===== config.mk =====
export PLATFORM = sky130hd
export DESIGN_NAME = match_controller
export DESIGN_NICKNAME = d
export VERILOG_FILES = /design/src/rtl/match_controller_pkg.sv /design/src/rtl/match_controller_tick_down_counter.sv /design/src/rtl/match_controller.sv
export SDC_FILE = /design/constraint.sdc
export NUM_CORES = 1
export LEC_CHECK = 0
export ABC_AREA = 1
export CAP_MARGIN = 25
export CELL_PAD_IN_SITES_DETAIL_PLACEMENT = 1
export CELL_PAD_IN_SITES_GLOBAL_PLACEMENT = 1
export CORE_ASPECT_RATIO = 1.5
export CORE_MARGIN = 5
export CORE_UTILIZATION = 37
export CTS_CLUSTER_DIAMETER = 150
export DETAILED_ROUTE_END_ITERATION = 8
export MAX_ROUTING_LAYER = met4
export PLACE_DENSITY = 0.87
export SLEW_MARGIN = 20
export SYNTH_ARGS = -nofsm -noshare
export SYNTH_HDL_FRONTEND = slang
export SYNTH_SLANG_ARGS = --single-unit

===== constraint.sdc =====
create_clock -name clk -period 2.2 [get_ports clk]
set_input_delay 0.44 -clock clk [delete_from_list [all_inputs] [get_ports clk]]
set_output_delay 0.44 -clock clk [all_outputs]
set_load 0.02 [all_outputs]

===== src/rtl/match_controller_pkg.sv =====
// Shared game definitions: sequencer state encoding, round/winner codes and
// the health ceiling used by both this block and health tracking.
package match_controller_pkg;

  typedef enum logic [2:0] {
    S_IDLE       = 3'd0,
    S_INTRO      = 3'd1,
    S_FIGHT      = 3'd2,
    S_ROUND_END  = 3'd3,
    S_MATCH_OVER = 3'd4
  } state_t;

  localparam logic [1:0] RES_NONE = 2'd0;
  localparam logic [1:0] RES_P1   = 2'd1;
  localparam logic [1:0] RES_P2   = 2'd2;
  localparam logic [1:0] RES_DRAW = 2'd3;

  localparam int MAX_HEALTH = 3;

  // Health tracking wraps below zero to large values; treat those as empty.
  function automatic logic [2:0] h_eff(input logic [2:0] health);
    return (health > 3'(MAX_HEALTH)) ? 3'd0 : health;
  endfunction

endpackage


===== src/rtl/match_controller_tick_down_counter.sv =====
// Loadable down-counter that steps on an enable and sticks at zero.
module tick_down_counter #(
  parameter int          W         = 8,
  parameter logic [W-1:0] RST_VALUE = '0
) (
  input  logic         clk,
  input  logic         rst,
  input  logic         load,
  input  logic [W-1:0] load_value,
  input  logic         en,
  output logic [W-1:0] count,
  output logic         zero
);

  always_ff @(posedge clk) begin
    if (rst) begin
      count <= RST_VALUE;
    end else if (load) begin
      count <= load_value;
    end else if (en && (count != '0)) begin
      count <= count - 1'b1;
    end
  end

  assign zero = (count == '0);

endmodule


===== src/rtl/match_controller.sv =====
// Round/match sequencer: intro countdown, fight timer, KO/time-out judging,
// win tally and match winner. All outputs are registered from next-state.
module match_controller
  import match_controller_pkg::*;
#(
  parameter int ROUNDS_TO_WIN = 2,
  parameter int ROUND_TIME    = 60,
  parameter int INTRO_TICKS   = 3,
  parameter int END_TICKS     = 2
) (
  input  logic       clk,
  input  logic       rst,
  input  logic       start,
  input  logic       sec_tick,
  input  logic [2:0] player1_health,
  input  logic [2:0] player2_health,
  output logic       round_rst,
  output logic       fight_enable,
  output logic [6:0] round_timer,
  output logic [2:0] round_num,
  output logic [1:0] p1_wins,
  output logic [1:0] p2_wins,
  output logic [1:0] round_result,
  output logic       match_over,
  output logic [1:0] match_winner,
  output state_t     state_dbg
);

  localparam logic [1:0] WIN_TARGET = 2'(ROUNDS_TO_WIN);
  localparam logic [6:0] TIME_INIT  = 7'(ROUND_TIME);
  localparam logic [7:0] INTRO_INIT = 8'(INTRO_TICKS);
  localparam logic [7:0] END_INIT   = 8'(END_TICKS);

  state_t     state, next_state;
  logic       timer_zero, timer_load, timer_dec;
  logic [7:0] phase, phase_init;
  logic       phase_zero, phase_load, phase_en, phase_done;
  logic       fight_armed, entering;
  logic [2:0] p1_h, p2_h;
  logic       p1_ko, p2_ko, ko_any;
  logic [2:0] round_num_n;
  logic [1:0] p1_wins_n, p2_wins_n, result_n;

  always_comb begin
    p1_h        = h_eff(player1_health);
    p2_h        = h_eff(player2_health);
    p1_ko       = (p1_h == 3'd0);
    p2_ko       = (p2_h == 3'd0);
    // fight_armed is low on the first FIGHT cycle while health is reloading.
    ko_any      = fight_armed && (p1_ko || p2_ko);
    phase_done  = phase_zero || (sec_tick && (phase == 8'd1));
    next_state  = state;
    round_num_n = round_num;
    p1_wins_n   = p1_wins;
    p2_wins_n   = p2_wins;
    result_n    = round_result;
    case (state)
      S_IDLE: begin
        if (start) begin
          next_state  = S_INTRO;
          round_num_n = 3'd1;
          p1_wins_n   = 2'd0;
          p2_wins_n   = 2'd0;
          result_n    = RES_NONE;
        end
      end
      S_INTRO: begin
        if (phase_done) next_state = S_FIGHT;
      end
      S_FIGHT: begin
        if (ko_any || timer_zero) begin
          next_state = S_ROUND_END;
          if (ko_any) begin
            if (p1_ko && p2_ko) result_n = RES_DRAW;
            else if (p2_ko)     result_n = RES_P1;
            else                result_n = RES_P2;
          end else begin
            if (p1_h > p2_h)      result_n = RES_P1;
            else if (p2_h > p1_h) result_n = RES_P2;
            else                  result_n = RES_DRAW;
          end
          if ((result_n == RES_P1) && (p1_wins < WIN_TARGET)) p1_wins_n = p1_wins + 2'd1;
          if ((result_n == RES_P2) && (p2_wins < WIN_TARGET)) p2_wins_n = p2_wins + 2'd1;
        end
      end
      S_ROUND_END: begin
        if (phase_done) begin
          if ((p1_wins == WIN_TARGET) || (p2_wins == WIN_TARGET)) begin
            next_state = S_MATCH_OVER;
          end else begin
            next_state = S_INTRO;
            if (round_num != 3'd7) round_num_n = round_num + 3'd1;
          end
        end
      end
      S_MATCH_OVER: begin
        if (start) next_state = S_IDLE;
      end
      default: next_state = S_IDLE;
    endcase
  end

  // A tick coinciding with the KO that ends a round already counts toward
  // the result display; the tick that ends a phase belongs to that phase.
  always_comb begin
    entering   = (next_state != state);
    timer_load = (next_state == S_IDLE) || (entering && (next_state == S_INTRO));
    timer_dec  = sec_tick && (state == S_FIGHT) && (next_state == S_FIGHT);
    phase_load = entering && ((next_state == S_INTRO) || (next_state == S_ROUND_END));
    phase_en   = sec_tick && ((state == S_INTRO) || (state == S_ROUND_END));
    phase_init = INTRO_INIT;
    if (next_state == S_ROUND_END) begin
      phase_init = (sec_tick && (END_INIT != 8'd0)) ? END_INIT - 8'd1 : END_INIT;
    end
  end

  tick_down_counter #(.W(7), .RST_VALUE(TIME_INIT)) u_round_timer (
    .clk        (clk),
    .rst        (rst),
    .load       (timer_load),
    .load_value (TIME_INIT),
    .en         (timer_dec),
    .count      (round_timer),
    .zero       (timer_zero)
  );

  tick_down_counter #(.W(8), .RST_VALUE(8'd0)) u_phase_count (
    .clk        (clk),
    .rst        (rst),
    .load       (phase_load),
    .load_value (phase_init),
    .en         (phase_en),
    .count      (phase),
    .zero       (phase_zero)
  );

  always_ff @(posedge clk) begin
    if (rst) begin
      state        <= S_IDLE;
      round_num    <= 3'd1;
      p1_wins      <= 2'd0;
      p2_wins      <= 2'd0;
      round_result <= RES_NONE;
      round_rst    <= 1'b1;
      fight_enable <= 1'b0;
      fight_armed  <= 1'b0;
      match_over   <= 1'b0;
      match_winner <= RES_NONE;
    end else begin
      state        <= next_state;
      round_num    <= round_num_n;
      p1_wins      <= p1_wins_n;
      p2_wins      <= p2_wins_n;
      round_result <= result_n;
      round_rst    <= (next_state == S_IDLE) || (entering && (next_state == S_INTRO));
      fight_enable <= (next_state == S_FIGHT);
      fight_armed  <= (state == S_FIGHT) && (next_state == S_FIGHT);
      match_over   <= (next_state == S_MATCH_OVER);
      if (next_state == S_MATCH_OVER)
        match_winner <= (p1_wins_n == WIN_TARGET) ? RES_P1 : RES_P2;
      else
        match_winner <= RES_NONE;
    end
  end

  assign state_dbg = state;

endmodule


==> reports/results.ini <==
[logic_synthesis]
syn_area_um2=1950
ys_seq_share_pct=33.8
syn-instance-count=284
ys.flop_type=dfxtp_1
synth_area_leader_cell=dfxtp_1
synth.top_cells.by_count=nand2_1, inv_1, nor2_1, dfxtp_1, nand3_1
synth_flops=33
postSynthAreaPerCell_um2=6.88
area_leaders=dfxtp_1, nand2_1, inv_1
syn-num-nets=305
synth_top_cell_by_count=nand2_1
ys_warn_count=0
ys_sh_xor_pct=5.38

[floorplanning]
die_width_um=69.3
pin_count=34
die.size.y_um=99.0
well_tap_count=68
initCoreUtil_pct=38.1
rows=32

[cells_and_area]
nMultiInputCombCells=198
nNetsFinal=363
largest_register=u_phase_count.count
seq_area_um2=661
postLayoutCellArea_um2=2630
fill_cells=682
largest_register_ffs=8
reg.largest.list=u_phase_count.count x8, u_round_timer.count x7
layout.nonclk_buf_share_pct=18.3
lay_top_cells=nand2_1, inv_1, nor2_1
mi_logic_area_um2=1120

[cts]
clock_path_buffers=2
ctsResizeCount=1
cts.htree.levels=2
cts-hold-fix-buffers=0
path_clk_slew_ns=0.07
cts_tree=yes
cts.sinks=33

[setup_path]
cp_data_required_time_ns=2.39
end_kind=flip-flop
critPathMaxStageDelay_ns=0.46
critical_path_class=in2reg
crit_family=buffers and inverters
crit_buf_inv=5

[final_timing]
fmax_mhz=482
setup_ws_ns=0.124
holdWs_ns=0.491
fin_crit_sh_pct=94.4

[power]
p_sw_uw=755
pg_seq_uw=690
vdd_ir_drop_max_uv=302
p_int_uw=1210
p_seq_share_pct=35.1
cellLeakagePower_uw=0.00125
clock_power_share_pct=24.4
power.total_uw=1970
p_comb_share_pct=40.5

[placement]
portBuffers=33
routabilityCongestion=0.882

[global_route]
grt_use_total_pct=18.1
grt_max_degree=10
grt_pass1_wl_um=9840

[drt]
dr.pass1.iters=4
wl_per_cell_um=14.3
routed_via_density=4.89
drtIter0Drc=71

[status]
status=finished, final reports clean

[hold_path]
min_path_type=reg2reg

[job]
drv_cap=0

==> through the flow <==
step                      cells  TNS [ns]
after floorplan             284         0
after global routing        410    -0.109
after global placement      403    -0.224
after detailed placement    403     -1.38
after CTS                   410         0
final                       410         0
==> routing by layer <==
metal / global-route usage, % / vias up / part of all wire [%]
li1: - / 1005 / -
met1: 16.5 / 951 / 38
met2: 35.7 / 35 / 58
met3: 3.16 / 12 / 2.4
met4: 8.42 / 0 / 2.2
met5: - / - / 0
==> final timing paths <==
path              cells past startpoint                     end               from  slack (ns)
setup / recovery                     14         match_winner[1]  player2_health[2]        0.12
hold / removal                        2            round_num[1]       round_num[1]        0.49
setup reg to reg                     11  u_round_timer.count[3]         p1_wins[0]        0.30
hold reg to reg                       2            round_num[1]       round_num[1]        0.49
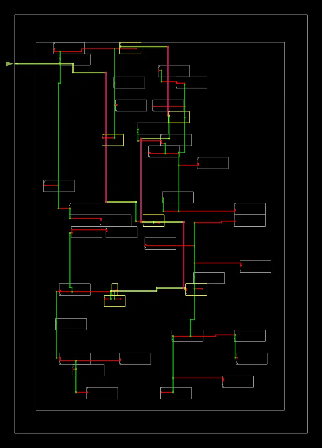
*Clock wiring as the flow saved it*
CTS buffer count: 5
clock network power: 480 uW
number of sequential cells: 33
CLK BUF: 7
Insertion Delay late pin: 0.30 ns

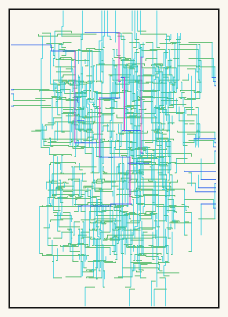
*Wiring by layer*
Drawn at 3 px/um.
Key: cyan = M2 [wire length 3,380 um]; magenta = M4 [wire length 132 um]; blue = M3 [wire length 142 um]; green = M1 [wire length 2,200 um]

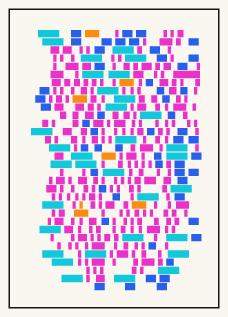
*Placement by cell class*
Drawn at 3 px/um.
Key: cyan = sequential cells [cells 33, share of their area 26%]; orange = clock drivers and dummy loads [cells 7, share of their area 3.4%]; magenta = remaining logic cells [cells 249, share of their area 52%]; blue = remaining buffers and delay cells [cells 53, share of their area 19%]

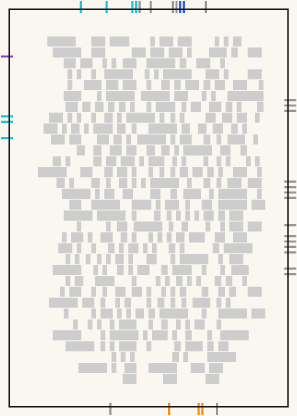
*Ports around the boundary*
Drawn at 4 px/um. Pins as bars across the die edge, other pins in gray.
Key: purple = `clk` [pins 1, direction input, edge west]; cyan = `round_timer` [pins 7, direction output, edge 4 north, 3 west]; orange = `round_num` [pins 3, direction output, edge south]; blue = `match_winner` [pins 2, direction output, edge north]
All pins by edge: 14 east, 11 north, 5 south, 4 west.

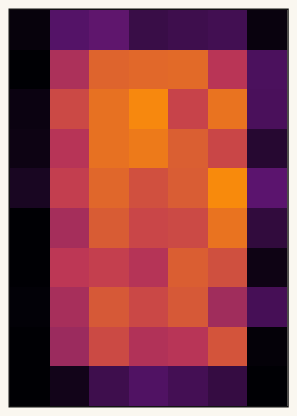
*Cell area per tile*
Drawn at 4 px/um. The die is cut into 7 by 10 equal tiles; black is low, pale yellow is high, 0 to 100% covered.
The mean over all tiles is 37%. The fullest tile reaches 74%. 13% of the tiles are nearly empty. The densest ninth of the die: center. The emptiest ninth of the die: south-west.

Power is estimated from default activity; no workload was simulated.
